==> config.mk <==
export PLATFORM = sky130hd
export DESIGN_NAME = instruction_decode_stage_flat
export DESIGN_NICKNAME = d
export VERILOG_FILES = /design/src/rtl/instruction_decode_stage_if.sv /design/src/rtl/instruction_decode_stage.sv /design/src/flat_wrapper.sv
export SDC_FILE = /design/constraint.sdc
export NUM_CORES = 1
export LEC_CHECK = 0
export CORE_ASPECT_RATIO = 1.4
export CORE_MARGIN = 4
export CORE_UTILIZATION = 45
export DETAILED_ROUTE_END_ITERATION = 12
export PLACE_DENSITY = 0.77
export SYNTH_ARGS = -nofsm -noshare
export SYNTH_HDL_FRONTEND = slang
export SYNTH_SLANG_ARGS = --single-unit
==> constraint.sdc <==
create_clock -name clk -period 1.74 [get_ports clk]
set_input_delay 0.261 -clock clk [delete_from_list [all_inputs] [get_ports clk]]
set_output_delay 0.261 -clock clk [all_outputs]
set_load 0.02 [all_outputs]
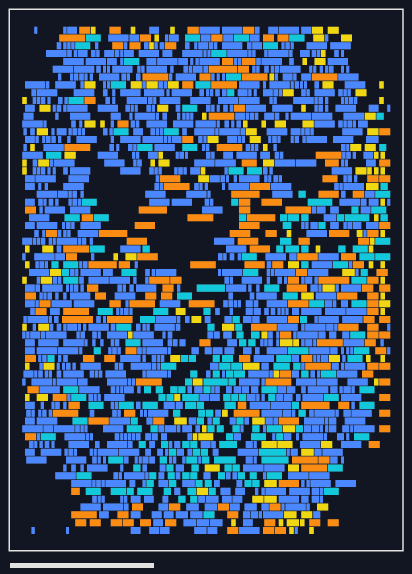
Figure 1: sizing map.
The bar under the picture is 50 um long.
Cyan is x3 and x4, cells 203, most used buf_4. Orange is x6 and larger, cells 174, most used buf_6. Yellow is x2, cells 134, most used buf_2. Blue is x1 and smaller, cells 1063, most used nand2_1.
fin worst setup slack: -0.3305 ns
fin area: 15540 um2
Synth-to-Final Area Change: 49.36%
bufs w/o clock: 405

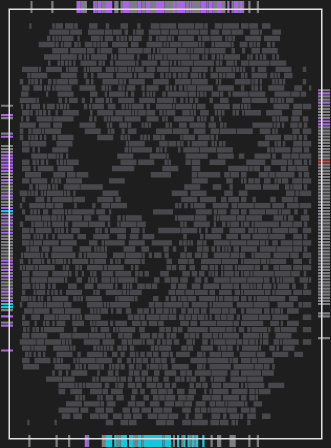
Figure 2: ports around the boundary.
Pins as bars across the die edge, other pins in gray.
Red is bus_out_ready, pins 1, direction input, edge right. Cyan is bus_in_instr, pins 32, direction input, edge 29 bottom, 3 left. Purple is bus_in_pc, pins 64, direction input, edge 36 top, 23 left, 4 right, 1 bottom.
port bufs: 250
height of the chip: 187.9 um
die width: 136.5 um

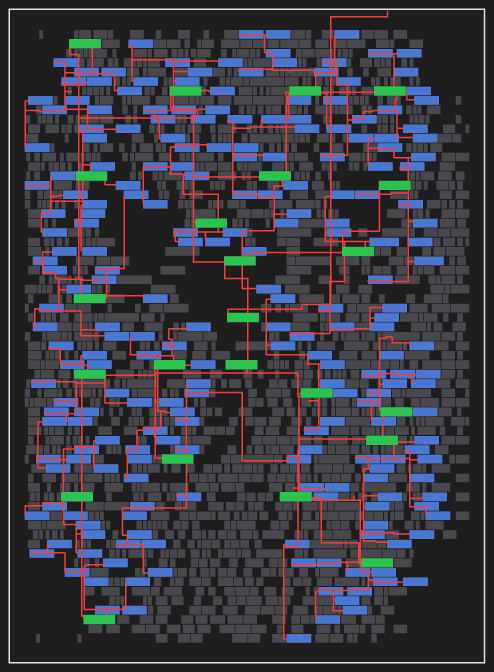
Figure 3: clock network drawn from the DEF.
Red is clock wires, length 2760 um. Green is clock-net drivers, count 23. Blue is flip-flops, count 228.
Position of the flops: all over the die.
clock power share: 39.5%
Fin Clk Skew: 0.01185 ns
Clock group: 4.93 mW
clk_lat worst skew: 0.51 ns

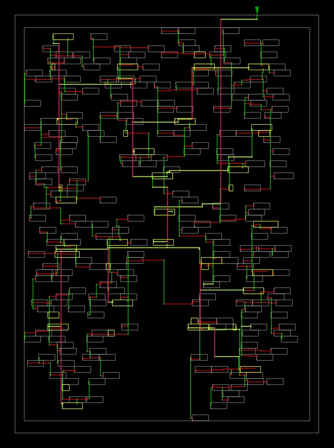
Figure 4: the clock network.
clkbuf count: 29
registers: 228

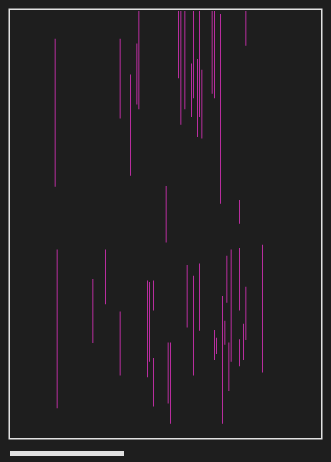
Figure 5: M4 wires.
The bar under the picture is 50 um long.
The layer holds 4.1% of the routed length. The wires run mostly vertical. The longest straight run is 83.0 um. 37 nets have wire on it. The layer carries 1440 um of wire.
WL final: 35.33 mm
via count: 10280

==> impl_metrics.yaml <==
# flow metrics
logic_synthesis:
  yosys-stat-area_um2: 10400
  ys_sh_aoi_pct: 14.83
  common_cells: "332 x nand2_1, 228 x dfxtp_1, 163 x a21oi_1, 111 x mux2_2, 87 x clkbuf_1"
  syn_avg_cell_area_um2: 8.249
  synthMuxAreaShare_pct: 12.21
power:
  p_int_mw: 9.242
  powerSeq_mw: 5.47
critical_path:
  start_kind: "register"
  cp.required_ns: 1.48
  r2r_slack_ns: 0
  rr_worst_depth: 8
  worstPathArrival_ns: 1.81
layout:
  comb_area_share_pct: 36.75
  lay_top_cells: "329 x nand2_1, 226 x dfxtp_1, 163 x a21oi_1"
run_status:
  status: "finished with violations"
  violations: "setup timing"
sta:
  fin_ws_ns: -0.3305
  post-route-period-util_pct: 119.0
  setup_viol: 149
detailed_routing:
  wl_met1_mm: 13.05
global_routing:
  met2_usage_pct: 44.08
  grt_max_degree: 91
clock_tree:
  cts_setup_buffers: 18
  clock_sinks: 228
No activity file was given, so power comes from the tool's default toggle rates.
